### Floorplan with the power grid

Scale bar: 50 um. Pins as bars on the die edge.
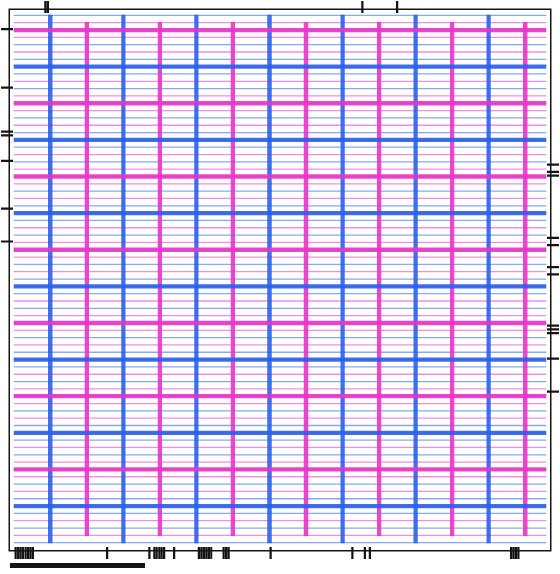
### Cells colored by class

Scale bar: 50 um.
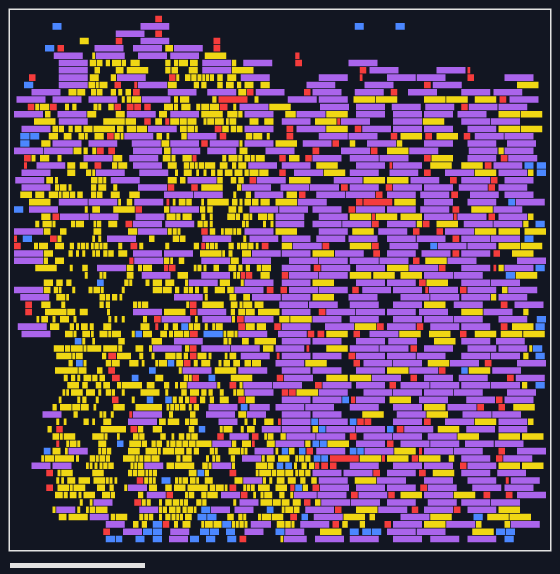
===== config.mk =====
export PLATFORM = sky130hd
export DESIGN_NAME = csi2_pixel_unpacker
export DESIGN_NICKNAME = d
export VERILOG_FILES = /design/src/rtl/csi2_pixel_unpacker.sv
export SDC_FILE = /design/constraint.sdc
export NUM_CORES = 1
export LEC_CHECK = 0
export CORE_MARGIN = 1
export CORE_UTILIZATION = 58
export CTS_BUF_LIST = sky130_fd_sc_hd__clkbuf_4
export CTS_CLUSTER_DIAMETER = 30
export DETAILED_ROUTE_END_ITERATION = 6
export PLACE_DENSITY = 0.78
export SYNTH_ARGS = -nofsm -noshare
export SYNTH_HDL_FRONTEND = slang
export SYNTH_SLANG_ARGS = --single-unit

===== constraint.sdc =====
create_clock -name clk_i -period 7.8 [get_ports clk_i]
set_input_delay 0.78 -clock clk_i [delete_from_list [all_inputs] [get_ports clk_i]]
set_output_delay 0.78 -clock clk_i [all_outputs]
set_load 0.1 [all_outputs]

===== src/rtl/csi2_pixel_unpacker.sv =====
// csi2_pixel_unpacker: filters CSI-2 payload packets by virtual channel and
// data type, unpacks RAW8/RAW10/RAW12 bytes into left-justified 12-bit pixels,
// tags packet boundaries and buffers pixels toward a valid/ready consumer.
module csi2_pixel_unpacker #(
    parameter int DATA_WIDTH = 16,
    parameter int PIX_WIDTH  = 12,
    parameter int FIFO_DEPTH = 16
) (
    input  logic                  clk_i,
    input  logic                  rst_i,
    input  logic [DATA_WIDTH-1:0] raw_data_i,
    input  logic                  raw_valid_i,
    input  logic                  raw_sop_i,
    input  logic                  raw_eop_i,
    input  logic [1:0]            raw_vc_i,
    input  logic [5:0]            raw_dt_i,
    input  logic [1:0]            cfg_vc_i,
    input  logic                  err_clr_i,
    output logic [PIX_WIDTH-1:0]  pix_data_o,
    output logic                  pix_valid_o,
    input  logic                  pix_ready_i,
    output logic                  pix_sop_o,
    output logic                  pix_eop_o,
    output logic [5:0]            pix_dt_o,
    output logic                  overflow_o,
    output logic                  len_err_o
);

    localparam int AW = $clog2(FIFO_DEPTH);
    localparam int EW = PIX_WIDTH + 2 + 6;

    localparam logic [5:0] DT_RAW8  = 6'h2A;
    localparam logic [5:0] DT_RAW10 = 6'h2B;
    localparam logic [5:0] DT_RAW12 = 6'h2C;

    typedef enum logic [2:0] {
        IDLE,
        ARM,
        ACTIVE,
        DROP,
        FLUSH
    } state_t;

    state_t                 state_q, state_d;
    logic                   sop_pend_q, sop_pend_d;
    logic [5:0]             dt_q, dt_d;
    logic [2:0]             k_q, k_d;
    logic [7:0]             byte_q [4];
    logic [7:0]             byte_d [4];
    logic                   first_q, first_d;
    logic [PIX_WIDTH-1:0]   stg_mem_q [8];
    logic [PIX_WIDTH-1:0]   stg_mem_d [8];
    logic [2:0]             stg_rd_q, stg_rd_d;
    logic [2:0]             stg_wr_q, stg_wr_d;
    logic [3:0]             stg_cnt_q, stg_cnt_d;
    logic [EW-1:0]          fifo_mem_q [FIFO_DEPTH];
    logic [EW-1:0]          fifo_mem_d [FIFO_DEPTH];
    logic [AW-1:0]          fifo_rd_q, fifo_rd_d;
    logic [AW-1:0]          fifo_wr_q, fifo_wr_d;
    logic                   ovf_q, ovf_d;
    logic                   len_err_q, len_err_d;

    logic [7:0]             cur_byte;
    logic                   fmt_ok;
    logic [5:0]             fmt_dt;
    logic [2:0]             k_cur;
    logic                   byte_take;
    logic [2:0]             grp_n;
    logic [PIX_WIDTH-1:0]   grp_pix [4];
    logic [2:0]             k_next;
    logic                   fifo_valid;
    logic                   fifo_full;
    logic                   fifo_pop;
    logic                   fifo_space;
    logic                   stg_move;
    logic [3:0]             stg_free;
    logic                   grp_fit;
    logic                   stg_write;
    logic                   ovf_set;
    logic                   len_err_set;
    logic [EW-1:0]          push_entry;
    logic [EW-1:0]          head;

    // Only the low byte of the upstream bus carries payload.
    generate
        if (DATA_WIDTH > 8) begin : g_unused_hi
            logic unused_hi;
            assign unused_hi = ^raw_data_i[DATA_WIDTH-1:8];
        end
    endgenerate

    assign cur_byte  = raw_data_i[7:0];
    assign fmt_ok    = (raw_vc_i == cfg_vc_i) &&
                       ((raw_dt_i == DT_RAW8) || (raw_dt_i == DT_RAW10) || (raw_dt_i == DT_RAW12));
    assign fmt_dt    = (state_q == ARM) ? raw_dt_i : dt_q;
    assign k_cur     = (state_q == ARM) ? 3'd0 : k_q;
    assign byte_take = raw_valid_i && ((state_q == ACTIVE) || ((state_q == ARM) && fmt_ok));

    assign fifo_valid = (fifo_wr_q != fifo_rd_q);
    assign fifo_full  = ((fifo_wr_q + AW'(1)) == fifo_rd_q);
    assign fifo_pop   = fifo_valid && pix_ready_i;
    assign fifo_space = !fifo_full || fifo_pop;
    assign head       = fifo_mem_q[fifo_rd_q];

    // Assemble a complete pixel group from the current byte and the stored group bytes.
    always_comb begin
        grp_n   = 3'd0;
        k_next  = k_cur;
        byte_d  = byte_q;
        for (int i = 0; i < 4; i++) begin
            grp_pix[i] = '0;
        end
        if (byte_take) begin
            case (fmt_dt)
                DT_RAW8: begin
                    grp_n      = 3'd1;
                    grp_pix[0] = {cur_byte, 4'h0};
                    k_next     = 3'd0;
                end
                DT_RAW10: begin
                    if (k_cur == 3'd4) begin
                        grp_n      = 3'd4;
                        grp_pix[0] = {byte_q[0], cur_byte[1:0], 2'b00};
                        grp_pix[1] = {byte_q[1], cur_byte[3:2], 2'b00};
                        grp_pix[2] = {byte_q[2], cur_byte[5:4], 2'b00};
                        grp_pix[3] = {byte_q[3], cur_byte[7:6], 2'b00};
                        k_next     = 3'd0;
                    end else begin
                        byte_d[k_cur[1:0]] = cur_byte;
                        k_next             = k_cur + 3'd1;
                    end
                end
                default: begin
                    if (k_cur == 3'd2) begin
                        grp_n      = 3'd2;
                        grp_pix[0] = {byte_q[0], cur_byte[3:0]};
                        grp_pix[1] = {byte_q[1], cur_byte[7:4]};
                        k_next     = 3'd0;
                    end else begin
                        byte_d[k_cur[1:0]] = cur_byte;
                        k_next             = k_cur + 3'd1;
                    end
                end
            endcase
        end
    end

    // Packet FSM, staging buffer, output FIFO and sticky flag next-state logic.
    always_comb begin
        state_d     = state_q;
        sop_pend_d  = sop_pend_q;
        dt_d        = dt_q;
        k_d         = k_next;
        first_d     = first_q;
        stg_mem_d   = stg_mem_q;
        stg_rd_d    = stg_rd_q;
        stg_wr_d    = stg_wr_q;
        stg_cnt_d   = stg_cnt_q;
        fifo_mem_d  = fifo_mem_q;
        fifo_rd_d   = fifo_rd_q;
        fifo_wr_d   = fifo_wr_q;
        ovf_set     = 1'b0;
        len_err_set = 1'b0;

        // The newest pixel stays in staging while the packet is open so eop can be tagged on it.
        stg_move = fifo_space &&
                   (((state_q == ACTIVE) && (stg_cnt_q >= 4'd2)) ||
                    ((state_q == FLUSH) && (stg_cnt_q != 4'd0)));
        stg_free  = 4'd8 - stg_cnt_q + {3'b000, stg_move};
        grp_fit   = ({1'b0, grp_n} <= stg_free);
        stg_write = (grp_n != 3'd0) && grp_fit;
        if ((grp_n != 3'd0) && !grp_fit) begin
            ovf_set = 1'b1;
        end
        if (raw_valid_i && (state_q == FLUSH)) begin
            ovf_set = 1'b1;
        end

        if (stg_write) begin
            for (int i = 0; i < 4; i++) begin
                if (3'(i) < grp_n) begin
                    stg_mem_d[stg_wr_q + 3'(i)] = grp_pix[i];
                end
            end
            stg_wr_d = stg_wr_q + grp_n;
        end
        if (stg_move) begin
            stg_rd_d = stg_rd_q + 3'd1;
            first_d  = 1'b0;
        end
        stg_cnt_d = stg_cnt_q + (stg_write ? {1'b0, grp_n} : 4'd0) - {3'b000, stg_move};

        push_entry = {stg_mem_q[stg_rd_q], first_q,
                      (state_q == FLUSH) && (stg_cnt_q == 4'd1), dt_q};
        if (stg_move) begin
            fifo_mem_d[fifo_wr_q] = push_entry;
            fifo_wr_d             = fifo_wr_q + AW'(1);
        end
        if (fifo_pop) begin
            fifo_rd_d = fifo_rd_q + AW'(1);
        end

        case (state_q)
            IDLE: begin
                if (raw_sop_i) begin
                    state_d = ARM;
                end
            end
            ARM: begin
                if (raw_valid_i) begin
                    dt_d = raw_dt_i;
                    if (fmt_ok) begin
                        state_d = ACTIVE;
                        first_d = 1'b1;
                    end else begin
                        state_d = DROP;
                    end
                end
            end
            ACTIVE: begin
                if (raw_sop_i) begin
                    len_err_set = 1'b1;
                    sop_pend_d  = 1'b1;
                    k_d         = 3'd0;
                    state_d     = FLUSH;
                end else if (raw_eop_i) begin
                    if (k_q != 3'd0) begin
                        len_err_set = 1'b1;
                    end
                    k_d     = 3'd0;
                    state_d = FLUSH;
                end
            end
            DROP: begin
                if (raw_sop_i) begin
                    state_d = ARM;
                end else if (raw_eop_i) begin
                    state_d = IDLE;
                end
            end
            FLUSH: begin
                if (raw_sop_i) begin
                    sop_pend_d = 1'b1;
                end
                if (stg_cnt_q == 4'd0) begin
                    state_d    = (sop_pend_q || raw_sop_i) ? ARM : IDLE;
                    sop_pend_d = 1'b0;
                end
            end
            default: begin
                state_d = IDLE;
            end
        endcase

        ovf_d     = ovf_set || (ovf_q && !err_clr_i);
        len_err_d = len_err_set || (len_err_q && !err_clr_i);
    end

    // Control state register; reset empties both buffers by clearing their pointers.
    always_ff @(posedge clk_i) begin
        if (rst_i) begin
            state_q    <= IDLE;
            sop_pend_q <= 1'b0;
            dt_q       <= '0;
            k_q        <= '0;
            first_q    <= 1'b0;
            stg_rd_q   <= '0;
            stg_wr_q   <= '0;
            stg_cnt_q  <= '0;
            fifo_rd_q  <= '0;
            fifo_wr_q  <= '0;
            ovf_q      <= 1'b0;
            len_err_q  <= 1'b0;
        end else begin
            state_q    <= state_d;
            sop_pend_q <= sop_pend_d;
            dt_q       <= dt_d;
            k_q        <= k_d;
            first_q    <= first_d;
            stg_rd_q   <= stg_rd_d;
            stg_wr_q   <= stg_wr_d;
            stg_cnt_q  <= stg_cnt_d;
            fifo_rd_q  <= fifo_rd_d;
            fifo_wr_q  <= fifo_wr_d;
            ovf_q      <= ovf_d;
            len_err_q  <= len_err_d;
        end
    end

    // Storage arrays need no reset; their contents are only visible through the pointers.
    always_ff @(posedge clk_i) begin
        byte_q     <= byte_d;
        stg_mem_q  <= stg_mem_d;
        fifo_mem_q <= fifo_mem_d;
    end

    assign pix_valid_o = fifo_valid;
    assign pix_data_o  = fifo_valid ? head[EW-1:8] : '0;
    assign pix_sop_o   = fifo_valid && head[7];
    assign pix_eop_o   = fifo_valid && head[6];
    assign pix_dt_o    = fifo_valid ? head[5:0] : 6'h00;
    assign overflow_o  = ovf_q;
    assign len_err_o   = len_err_q;

endmodule


==> qor.csv <==
stage;metric;value;unit
clock_tree;ctsHoldBuffers;0;
routing;vias;15423;
floorplan;initCoreUtil;59.0;%
power_and_ir_drop;power.share.combinational;1.4;%
sta;holdWs;473;ps
clock_tree;clkSlewWorstSetupHoldPaths;60;ps
finish;nets;1713;
place;io_buffers;47;
min_path;min_path_type;register to register;
power_and_ir_drop;p_int;3.97;mW
sta;fin_skew;58.8;ps
power_and_ir_drop;ir_worst_vdd;137;uV
logic_synthesis;top_cells_by_count;edfxtp_1 (448), mux4_2 (124), nor2_1 (102), nand2_1 (95), mux2i_1 (68);
clock_tree;postCtsSetupBuffers;0;
grt;grt_antenna_before_repair;2;
grt;grt_remaining_overflow;0;
sta;fin_crit_sh;78.1;%
finish;area_growth;11.6;%
logic_synthesis;synthDistinctLibCells;76;
logic_synthesis;yosys_area;22900;sq um
run_status;status;finished, final reports clean;
routing;routedWlPerCell;28.2;um
floorplan;die_x;201;um
sta;worst_pin_slew;1340;ps
clock_tree;clk_path_buf_depth;3;
logic_synthesis;flop_cell;edfxtp_1;
place;hpwlAfterDp;38.5;mm
critical_path;critical_path_class;register to register;
critical_path;cp-start-kind;register;
grt;grt_use_total;32.3;%
logic_synthesis;yosys_cells;1540;
routing;first_iter_violations;1932;
logic_synthesis;synthTopCellsByArea;edfxtp_1 (59%), mux4_2 (12%), dfxtp_1 (3.0%), mux2i_1 (3.0%), nor2_1 (1.7%);
place;place_congestion;0.997;
logic_synthesis;synth-seq-cells;482;
critical_path;cp.arrival;6530;ps
sta;finalWorstSetupSlack;1710;ps
job;openroad.warnings;42;
logic_synthesis;synthArstFlopShare;0;%
routing;wl;63.6;mm
logic_synthesis;yosysMostFrequentCell;edfxtp_1;
logic_synthesis;top_area_cell;edfxtp_1;
routing;detail-route-antenna-nets;0;
floorplan;die_h;201;um
clock_tree;cts_tree;yes;
grt;grt_pass1_vias;15683;
logic_synthesis;netlist_area;22900;sq um
critical_path;worstPathCellList;xor2_1 > nor4_2 > buf_4 > nor2b_1 > o221a_2 > inv_1 > ha_1 > inv_1 > ha_1 > xor2_1 > ha_1 > nor2b_1 > nor2b_1 > o21ai_0 > o21ai_1 > a311oi_4 > buf_4;
finish;fillers;2716;
sta;max-slew-margin-rel;10.5;%
critical_path;reg2reg_depth;17;
power_and_ir_drop;finalPower;5.07;mW
grt;grt_pass1_wl;95.0;mm
sta;finalHoldViolCount;0;
power_and_ir_drop;p_seq_share;55.4;%
sta;fmax;164;MHz
critical_path;path_buffers;4;
min_path;holdPathStages;2;
logic_synthesis;synthCells;1540;
routing;drc;0;
power_and_ir_drop;p_per_area;199;nW/um^2
power_and_ir_drop;p_switching;1.10;mW
place;post-place-ws;1810;ps
power_and_ir_drop;p_sw_share;21.7;%
logic_synthesis;yosysWarnings;0;
grt;grt_max_degree;60;
floorplan;top_level_ports;56;
critical_path;cpMaxStageDelayCell;dfxtp_4;
sta;period_needed;6090;ps
critical_path;path_depth;17;
clock_tree;cts_resized;0;
clock_tree;htreeDepth;4;
logic_synthesis;synth-edff-count;448;
clock_tree;clock_latency;840;ps
logic_synthesis;top_area_share;58.8;%
clock_tree;cts_sinks;482;
clock_tree;cts-buffers-inserted;131;
power_and_ir_drop;p_leak;8.23;nW
critical_path;endpoint_kind;register;
finish;drive_gt1_share;23.9;%
critical_path;cp_top_family;AND-OR/OR-AND gates;
power_and_ir_drop;clockPowerShare;43.2;%
critical_path;worst-path-max-fanout;46;
critical_path;crit_required;8240;ps
floorplan;chipArea;40200;sq um
routing;viasPerCell;6.83;
logic_synthesis;syn_avg_cell_area;14.8;sq um
logic_synthesis;fp_nets;1598;
sta;slew_viol_final;0;
finish;regArea;14100;sq um
critical_path;slowest_delay;980;ps
sta;setup_tns;0;ps
routing;dr.pass1.iters;7;
logic_synthesis;yosysSeqAreaShare;61.8;%
job;cap_viol_max_count;0;
clock_tree;cts_root_buf;clkbuf_4;
finish;combGateArea;8250;sq um
sta;finalSetupViolations;0;
sta;rsz0062_at_grt;false;
Back to the opening pictures, 'Floorplan with the power grid':
| net | color |
|---|---|
| VDD | magenta |
| VSS | blue |
met1 rails: 73
met4 straps: 14
signal pins: 56
rows: 72

Back to the opening pictures, 'Cells colored by class':
| class | color | cells | share of their area |
|---|---|---|---|
| sequential cells | purple | 482 | 57% |
| remaining buffers and delay cells | blue | 86 | 3.1% |
| clock drivers and dummy loads | red | 217 | 6.4% |
| combinational and other logic | yellow | 954 | 34% |
row count: 72
Core Util, Final: 65.9%
Seq area share: 55.4%
Core ar.: 38700 sq um
Final Cell Area: 25500 sq um

==> metrics by stage <==
stage | cell area, sq um | cells
after global routing | 25500 | 2258
after global placement | 23900 | 2040
after floorplan | 22900 | 1540
after CTS | 25500 | 2257
final | 25500 | 2258
after detailed placement | 23900 | 2040
==> state kept, by name, summed over array words and instances (netlist names), 3 cells and up <==
| register | cells |
|---|---|
| dt_q | 6 |
| fifo_rd_q | 4 |
| fifo_mem_q | 320 |
| fifo_wr_q | 4 |
| stg_rd_q | 3 |
| stg_wr_q | 3 |
| state_q | 3 |
| stg_cnt_q | 4 |
| byte_q | 32 |
| stg_mem_q | 96 |
| k_q | 3 |
==> power by group through the flow <==
stage          logic (mW)  registers (mW)  clock network (mW)
6_report           0.0703            2.81                2.19
4_1_cts            0.0689            2.81                2.23
3_5_place_dp       0.0686            2.86                   0
2_1_floorplan      0.0404            2.86                   0
5_1_grt            0.0751            2.81                2.36
3_3_place_gp       0.0677            2.86                   0
==> worst reg2reg max path, delay by kind of cell (launching register included) <==
family,cells,cell delay [ps]
DFF,1,980
adders and majority gates,3,690
AOI/OAI and AO/OA,4,1750
xor gates and xnor gates,2,480
and+or+nand+nor,4,790
buffers and inverters,4,1010
==> kinds of logic after synthesis <==
family	synth area share [%]
flops	61.8
simple gates	8.01
compound gates	9.33
mux	16.0
buf+inv	2.32
xor+xnor	1.07
fa+ha+maj	1.43
==> per-layer routing <==
metal	wire length (um)	track usage, %	vias up
li1	-	-	6468
met5	11	0	-
met2	30900	52.3	1122
met3	6990	7.27	252
met4	3510	18.8	2
met1	22300	40.1	7579
==> area by class of cell <==
type | instances | area share, %
Sequential cell | 482 | 55.4
Multi-Input combinational cell | 927 | 32.3
Inverter | 27 | 0.397
Tap cell | 518 | 2.54
Timing Repair Buffer | 86 | 3.04
Antenna cell | 1 | 0.00981
Clock inverter | 41 | 1.07
Clock buffer | 176 | 5.18
==> worst paths after layout <==
check,start,slack [ps],end
worst min register to register,len_err_o$_SDFF_PP0_,470,len_err_o$_SDFF_PP0_
worst max-delay path,fifo_rd_q[0]$_SDFFE_PP0P_,1710,stg_mem_q[81]$_DFFE_PN_
worst min-delay path,len_err_o$_SDFF_PP0_,470,len_err_o$_SDFF_PP0_
worst max register to register,fifo_rd_q[0]$_SDFFE_PP0P_,1710,stg_mem_q[81]$_DFFE_PN_
==> placed cells by master (no fill, tap or decap), types with 33 or more instances in the layout <==
master / count
a211oi_1: 33
clkbuf_4: 176
buf_4: 38
a21oi_1: 57
clkdlybuf4s50_1: 47
mux4_2: 124
nand2_1: 95
o22ai_1: 43
mux2i_1: 68
edfxtp_1: 448
nor2b_1: 33
nor2_1: 101
No activity file was given, so power comes from the tool's default toggle rates.
